==> src/rtl/ctrl_burst_data.sv <==
// ============================================================================
// Module      : ctrl_burst_data
// Description : Data-phase sequencer for the CAS controller handshake. Each
//               issued CAS becomes a read-capture or write-drive burst window
//               that opens RL=AL+CL or WL=AL+CWL clocks after the command.
//               The optional write DQS preamble is built in only when the
//               CTRL_WR_PREAMBLE_EN macro is defined.
// Revision    : 1.0 - initial release
// ============================================================================
`default_nettype none

module ctrl_burst_data #(
  parameter int MAX_LAT = 48,
  parameter int LAT_W   = 6
) (
  input  logic       CK_t,
  input  logic       reset,
  input  logic       cas_rdy,
  input  logic [2:0] cas_req,
  input  logic [4:0] CL,
  input  logic [4:0] AL,
  input  logic [4:0] CWL,
  input  logic [4:0] BL,
  output logic       rd_valid,
  output logic       wr_valid,
  output logic [1:0] beat_idx,
  output logic       rw_done,
  output logic       auto_pre,
  output logic       data_busy,
  output logic       lat_err,
`ifdef CTRL_WR_PREAMBLE_EN
  output logic       overlap_err,
  output logic       wr_dqs_oe
`else
  output logic       overlap_err
`endif
);

  // Request codes, matching the ddr_pkg encoding used by the CAS controller
  localparam logic [2:0] c_RD_R  = 3'd1;
  localparam logic [2:0] c_RDA_R = 3'd2;
  localparam logic [2:0] c_WR_R  = 3'd3;
  localparam logic [2:0] c_WRA_R = 3'd4;

  typedef enum logic [1:0] {
    D_IDLE = 2'd0,
    D_RD   = 2'd1,
    D_WR   = 2'd2
  } state_t;

  state_t              r_state;
  logic [1:0]          r_beat;
  logic [1:0]          r_last;
  logic                r_cur_ap;
  logic                r_done;
  logic                r_ap_out;
  logic                r_lat_err;
  logic                r_ovl_err;
  // Token pipeline; stage 0 is the stage that matures on the coming edge
  logic [MAX_LAT-1:0]  r_pv;
  logic [MAX_LAT-1:0]  r_pw;
  logic [MAX_LAT-1:0]  r_pa;

  logic                w_is_rd;
  logic                w_is_wr;
  logic                w_is_ap;
  logic                w_cmd;
  logic [LAT_W-1:0]    w_lat;
  logic [LAT_W-1:0]    w_min_lat;
  logic                w_lat_bad;
  logic                w_ins;
  logic [LAT_W-1:0]    w_slot;
  logic [MAX_LAT-1:0]  w_shift_v;
  logic                w_collide;
  logic                w_mat;
  logic                w_start;
  logic                w_ovl_mature;
  logic [1:0]          w_new_last;

  assign w_is_rd = (cas_req == c_RD_R) || (cas_req == c_RDA_R);
  assign w_is_wr = (cas_req == c_WR_R) || (cas_req == c_WRA_R);
  assign w_is_ap = (cas_req == c_RDA_R) || (cas_req == c_WRA_R);
  assign w_cmd   = cas_rdy && (w_is_rd || w_is_wr);
  assign w_lat   = w_is_wr ? (LAT_W'(AL) + LAT_W'(CWL)) : (LAT_W'(AL) + LAT_W'(CL));

`ifdef CTRL_WR_PREAMBLE_EN
  // Writes need one extra clock of lead time to open the DQS preamble
  assign w_min_lat = w_is_wr ? LAT_W'(3) : LAT_W'(2);
`else
  assign w_min_lat = LAT_W'(2);
`endif

  assign w_lat_bad = (w_lat < w_min_lat) || (w_lat > LAT_W'(MAX_LAT));
  assign w_ins     = w_cmd && !w_lat_bad;
  // A token inserted at slot L-2 reaches stage 0 one clock before its burst
  assign w_slot    = w_lat - LAT_W'(2);
  assign w_shift_v = {1'b0, r_pv[MAX_LAT-1:1]};

  // Detect an insert landing on a stage already holding a shifted token
  always_comb begin
    w_collide = 1'b0;
    for (int i = 0; i < MAX_LAT; i++) begin
      if ((w_slot == LAT_W'(i)) && w_shift_v[i]) begin
        w_collide = 1'b1;
      end
    end
    w_collide = w_collide && w_ins;
  end

  assign w_mat        = r_pv[0];
  assign w_start      = w_mat && ((r_state == D_IDLE) || (r_beat == r_last));
  assign w_ovl_mature = w_mat && (r_state != D_IDLE) && (r_beat != r_last);
  // BL of 4 gives two beats; every other value is handled as BL8
  assign w_new_last   = (BL == 5'd4) ? 2'd1 : 2'd3;

  // Shift the token pipeline and insert at most one new token per clock
  always_ff @(posedge CK_t or posedge reset) begin
    if (reset) begin
      r_pv <= '0;
      r_pw <= '0;
      r_pa <= '0;
    end else begin
      r_pv <= {1'b0, r_pv[MAX_LAT-1:1]};
      r_pw <= {1'b0, r_pw[MAX_LAT-1:1]};
      r_pa <= {1'b0, r_pa[MAX_LAT-1:1]};
      for (int i = 0; i < MAX_LAT; i++) begin
        if (w_ins && (w_slot == LAT_W'(i))) begin
          r_pv[i] <= 1'b1;
          r_pw[i] <= w_is_wr;
          r_pa[i] <= w_is_ap;
        end
      end
    end
  end

  // Burst FSM: start on a maturing token, count beats, pulse done on the last
  always_ff @(posedge CK_t or posedge reset) begin
    if (reset) begin
      r_state  <= D_IDLE;
      r_beat   <= 2'd0;
      r_last   <= 2'd0;
      r_cur_ap <= 1'b0;
      r_done   <= 1'b0;
      r_ap_out <= 1'b0;
    end else if (w_start) begin
      r_state  <= r_pw[0] ? D_WR : D_RD;
      r_beat   <= 2'd0;
      r_last   <= w_new_last;
      r_cur_ap <= r_pa[0];
      r_done   <= 1'b0;
      r_ap_out <= 1'b0;
    end else if ((r_state != D_IDLE) && (r_beat != r_last)) begin
      r_beat   <= r_beat + 2'd1;
      r_done   <= ((r_beat + 2'd1) == r_last);
      r_ap_out <= ((r_beat + 2'd1) == r_last) && r_cur_ap;
    end else begin
      r_state  <= D_IDLE;
      r_beat   <= 2'd0;
      r_done   <= 1'b0;
      r_ap_out <= 1'b0;
    end
  end

  // Sticky error flags, cleared only by reset
  always_ff @(posedge CK_t or posedge reset) begin
    if (reset) begin
      r_lat_err <= 1'b0;
      r_ovl_err <= 1'b0;
    end else begin
      if (w_cmd && w_lat_bad) begin
        r_lat_err <= 1'b1;
      end
      if (w_ovl_mature || w_collide) begin
        r_ovl_err <= 1'b1;
      end
    end
  end

  assign rd_valid    = (r_state == D_RD);
  assign wr_valid    = (r_state == D_WR);
  assign beat_idx    = r_beat;
  assign rw_done     = r_done;
  assign auto_pre    = r_ap_out;
  assign data_busy   = (r_state != D_IDLE) || (|r_pv);
  assign lat_err     = r_lat_err;
  assign overlap_err = r_ovl_err;

`ifdef CTRL_WR_PREAMBLE_EN
  // DQS enable opens one clock ahead of a write maturing from idle or a read
  assign wr_dqs_oe = (r_state == D_WR) || (r_pv[0] && r_pw[0] && (r_state != D_WR));
`endif

endmodule

`default_nettype wire
==> config.mk <==
export PLATFORM = sky130hd
export DESIGN_NAME = ctrl_burst_data
export DESIGN_NICKNAME = d
export VERILOG_FILES = /design/src/rtl/ctrl_burst_data.sv
export SDC_FILE = /design/constraint.sdc
export NUM_CORES = 1
export LEC_CHECK = 0
export CAP_MARGIN = 20
export CORE_MARGIN = 10
export CORE_UTILIZATION = 28
export DETAILED_ROUTE_END_ITERATION = 16
export PLACE_DENSITY = 0.51
export REMOVE_ABC_BUFFERS = 1
export SLEW_MARGIN = 20
export SYNTH_ARGS = -nofsm -noshare
export SYNTH_HDL_FRONTEND = slang
export SYNTH_SLANG_ARGS = --single-unit
==> constraint.sdc <==
create_clock -name CK_t -period 6.2 [get_ports CK_t]
set_input_delay 1.24 -clock CK_t [delete_from_list [all_inputs] [get_ports CK_t]]
set_output_delay 1.24 -clock CK_t [all_outputs]
set_load 0.02 [all_outputs]
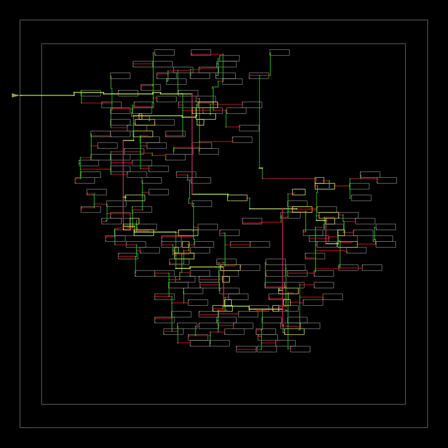
Figure 1: run 1, clock routing.
Seq Cell Count: 155
Fin Clk Skew: 0.0143 ns
clock-net power: 0.998 mW
Worst-Skew Late Latency: 0.43 ns

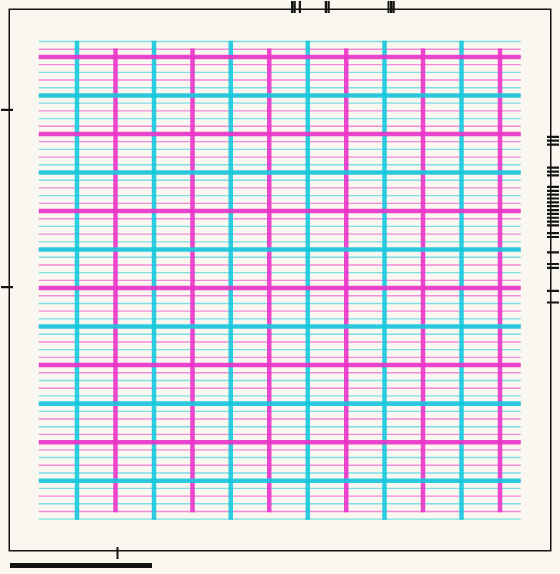
Figure 2: run 1, power grid.
The bar under the picture is 50 microns long. Pins as bars on the die edge.
| net | color |
|---|---|
| VDD | magenta |
| VSS | cyan |
met1 rails: 63
signal pins: 35
met4 straps: 12
rows: 62
met5 straps: 12
area of the core: 28700 sq um
Max VDD drop: 0.000232 V
Die H: 191 microns

==> results.cfg, run 1 <==
; synthesis and place-and-route metrics
[cts]
cts_resized = 0
root_buffer = clkbuf_16
hold_buffers = 0
h-tree-depth = 4
postCtsSetupBuffers = 0
clockBufferDepth = 2

[detailed_routing]
ant_nets = 0
topRoutingLayerUsed = met4
wirelength_met1_mm = 10.3

[final_timing]
fmaxAchievable_ghz = 0.185
whs_ns = 0.460
drv_slew = 0
hold_viol = 0
worst_pin_slew_ns = 0.998
tns_ns = 0
min_period_ns = 5.40

[job]
warnings = 26

[logic_synthesis]
ys_top_logic_family = simple AND/OR/NAND/NOR gates
yosysUniqueCellTypes = 78
synth_flops = 155
ys_sh_xor_pct = 1.26
synth-main-ff-cell = dfrtp_1
ys_sh_mux_pct = 15.5
synthesis.area_sq_um = 8150

[cells_and_area]
seq_share_pct = 40.8
inverters = 12
nets = 749
buf_share_pct = 5.74
largest_registers = r_pa x48, r_pv x48, r_pw x48
drive_gt1_share_pct = 25.5
lay_top_cells = dfrtp_1, mux2_2, nand2b_1

[critical_path]
path_buffers = 4
critPathRequiredTime_ns = 6.52

[global_route]
met1_usage_pct = 17.1
grt_pass1_vias = 5810
grt_overflow = 0
antenna_found_initial = 0
grt_util_met3_pct = 2.65

[placed_design]
dp.cells = 1080

[floorplanning]
die_w_microns = 191
fp-row-count = 62

[status]
status = finished clean

[pwr]
powerDensity_nw_per_um2 = 348
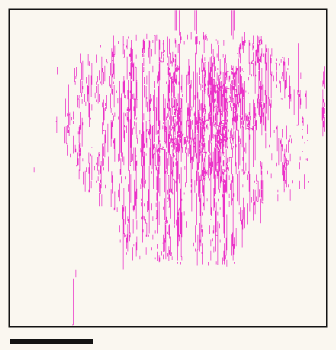
Figure 3: run 1, signal wires on met2.
The bar under the picture is 50 microns long.
longest straight run: 59.8 microns
wire length on this layer: 9590 microns

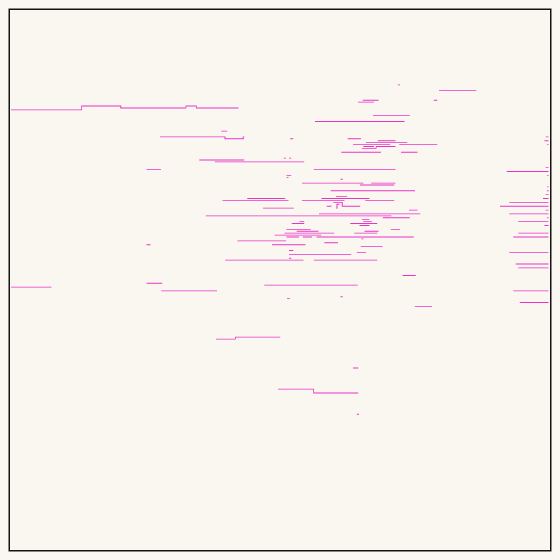
Figure 4: run 1, signal wires on met3.
longest straight run: 65.3 microns
share of all routed wire: 5.5%
wire length on this layer: 1180 microns
main direction: horizontal
routed wire length: 21.6 mm
routed via count: 5605

==> run 1: Yosys cell counts, types with 4 or more instances <==
master,n,share of area [%]
nand4_4,22,5.7
o2111ai_1,5,0.54
a21o_1,4,0.37
mux2_1,25,3.5
a21oi_1,13,0.80
a211oi_1,4,0.37
inv_1,12,0.55
a31oi_1,6,0.46
nor4_1,16,1.2
nor3b_1,5,0.46
buf_2,12,0.74
mux2_2,81,11
nor3_1,9,0.55
buf_6,4,0.55
o22ai_1,4,0.31
dfrtp_1,155,48
nand3_1,29,1.8
nand2b_1,46,3.5
xnor2_1,4,0.43
clkbuf_1,17,0.78
nand4_2,5,0.77
nor2_1,30,1.4
o21ai_0,13,0.80
ha_1,7,1.1
xor2_1,4,0.43
or2b_1,5,0.46
and3_1,4,0.31
nand2_1,27,1.2
buf_4,6,0.55
mux2i_1,7,0.86
nand4_1,16,1.2
nor2b_1,10,0.77
a311oi_1,4,0.43
==> run 1: worst reg2reg max path, cell delays in order, from the launching register on <==
cell      delay, ns
dfrtp_1        0.42
mux2i_1        0.34
nor3_1         0.11
o311ai_0       0.37
nand3_1        0.18
or4_1          0.42
o22ai_1        0.16
o221ai_1       0.15
==> run 1: worst paths after layout <==
check / to / cells after the start / start / slack [ns]
worst max register to register: overlap_err / 7 / r_pv[20] / 3.92
worst min-delay path: r_pa[23] / 1 / r_pa[24] / 0.46
worst max-delay path: r_pa[38] / 17 / cas_req[0] / 0.80
min in group asynchronous: r_pa[12] / 2 / reset / 1.21
worst min register to register: r_pa[23] / 1 / r_pa[24] / 0.46
max in group asynchronous: r_pv[47] / 3 / reset / 3.88
==> run 1: report_power, final <==
group | switching, mW | internal, mW
clock network | 0.468 | 0.530
registers | 0.139 | 1.16
logic | 0.646 | 0.364
==> run 2, diff against run 1 <==
--- a/config.mk
+++ b/config.mk
@@ -5,10 +5,13 @@
 export SDC_FILE = /design/constraint.sdc
 export NUM_CORES = 1
 export LEC_CHECK = 0
+export ABC_AREA = 1
 export CAP_MARGIN = 20
 export CORE_MARGIN = 10
 export CORE_UTILIZATION = 28
 export DETAILED_ROUTE_END_ITERATION = 16
+export GPL_TIMING_DRIVEN = 0
+export MAX_ROUTING_LAYER = met4
 export PLACE_DENSITY = 0.51
 export REMOVE_ABC_BUFFERS = 1
 export SLEW_MARGIN = 20
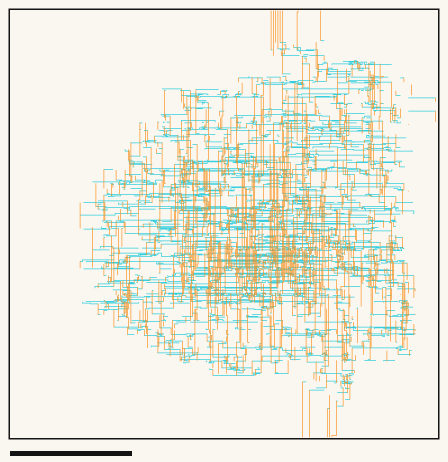
Figure 5: run 2, signal wires by layer.
The bar under the picture is 50 microns long. Two of the layers only.
| layer | color | wire length |
|---|---|---|
| met2 | orange | 7400 microns |
| met1 | cyan | 8200 microns |
routed wire length: 16.7 mm
routed via count: 5364
Total GRT Usage: 11.5%
WL/cell: 14.3 microns

==> run 2 against run 1 <==
Effect of this change: clock power increased by about 10%; fmax decreased by 5.6%; largest cell class is now registers; wire length decreased by 23%; clock skew decreased by 0.0053 ns; worst setup slack got worse by 0.32 ns; highest routed layer unchanged; largest power group unchanged; die area decreased by 16%; critical endpoint is now r_pa[28]; non-clock buffer count decreased by 22; area after synthesis decreased by 17%; power decreased by 10%.
==> results.cfg, run 2 <==
; synthesis and place-and-route metrics
[status]
status = finished clean

[floorplanning]
die_w_microns = 175
fp.coreArea_sq_um = 23600
die_y_microns = 175

[pwr]
clock_power_mw = 1.13
intPower_mw = 2.02
power_frac_comb_pct = 20.3
ir_worst_vdd_v = 0.000207
p_switching_mw = 0.940
powerDensity_nw_per_um2 = 364
clock_power_share_pct = 38.3

[global_route]
grt_util_met3_pct = 3.34
grt_overflow = 0
antenna_found_initial = 0
met1_usage_pct = 15.1
grt_pass1_vias = 5158

[cts]
cts_resized = 0
postCtsSetupBuffers = 0
hold_buffers = 0
insertion_delay_ns = 0.43
clockBufferDepth = 2
h-tree-depth = 4

[final_timing]
whs_ns = 0.452
worst_pin_slew_ns = 0.870
fmaxAchievable_ghz = 0.175
fin_skew_ns = 0.00899
drv_slew = 0

[logic_synthesis]
top_area_share_pct = 57.5
synthTopCellsByCount = nand2_1, dfrtp_1, o21ai_0
synthesis.area_sq_um = 6750
top_cells_by_area = dfrtp_1, nand2_1, o21ai_0
synth.most_common_cell = nand2_1

[cells_and_area]
largest_registers = r_pa x48, r_pv x48, r_pw x48
drive_gt1_share_pct = 5.31

[detailed_routing]
wirelength_met1_mm = 8.20
ant_nets = 0

[critical_path]
path_buffers = 7
critPathRequiredTime_ns = 6.52
run 2: area by class of cell:
cell class | instances | area (sq um) | share of cell area (%)
Clock buffer | 18 | 429 | 5.28
Clock inverter | 14 | 209 | 2.57
Inverter | 83 | 320 | 3.94
Multi-Input combinational cell | 542 | 2490 | 30.7
Sequential cell | 155 | 3880 | 47.8
Tap cell | 319 | 399 | 4.91
Timing Repair Buffer | 36 | 395 | 4.87
run 2: metrics by stage:
stage                     TNS, ns  power, mW  instances  cell area [sq um]
final                           0       2.96       1167               8120
after global routing      -0.0675       3.12       1167               8120
after CTS                       0       2.97       1166               8100
after detailed placement    -1.26       1.83       1134               7460
after global placement    -382.18       1.82       1132               7390
after floorplan                 0       1.61        779               6650
run 2: worst paths after layout:
check | startpoint | to | depth (start not counted)
worst max register to register | r_state[0] | auto_pre | 8
worst min register to register | r_pa[24] | r_pa[23] | 2
worst min-delay path | r_pa[24] | r_pa[23] | 2
max in group asynchronous | reset | r_pv[39] | 3
worst max-delay path | cas_req[1] | r_pa[28] | 21
min in group asynchronous | reset | r_pa[14] | 2
run 2: worst register-to-register path, delay by kind of cell, from the launching register on:
family                 cells  cell delay (ns)
buffers and inverters      3             0.29
DFF                        1             0.39
and+or+nand+nor            5             0.88
run 2: logic make-up (layout without fill, tap and decap cells):
logic type                 after synthesis  in the layout  share of synthesized area [%]
AOI/OAI and AO/OA                      109            109                           8.22
xor gates and xnor gates                 3              3                          0.390
adders and majority gates                8              8                           1.59
buffers and inverters                  103            151                           5.99
DFF                                    155            155                           57.5
muxes                                    1              1                          0.167
and+or+nand+nor                        420            421                           26.1
Power figures rest on the tool's default switching activity, not on a simulated workload.
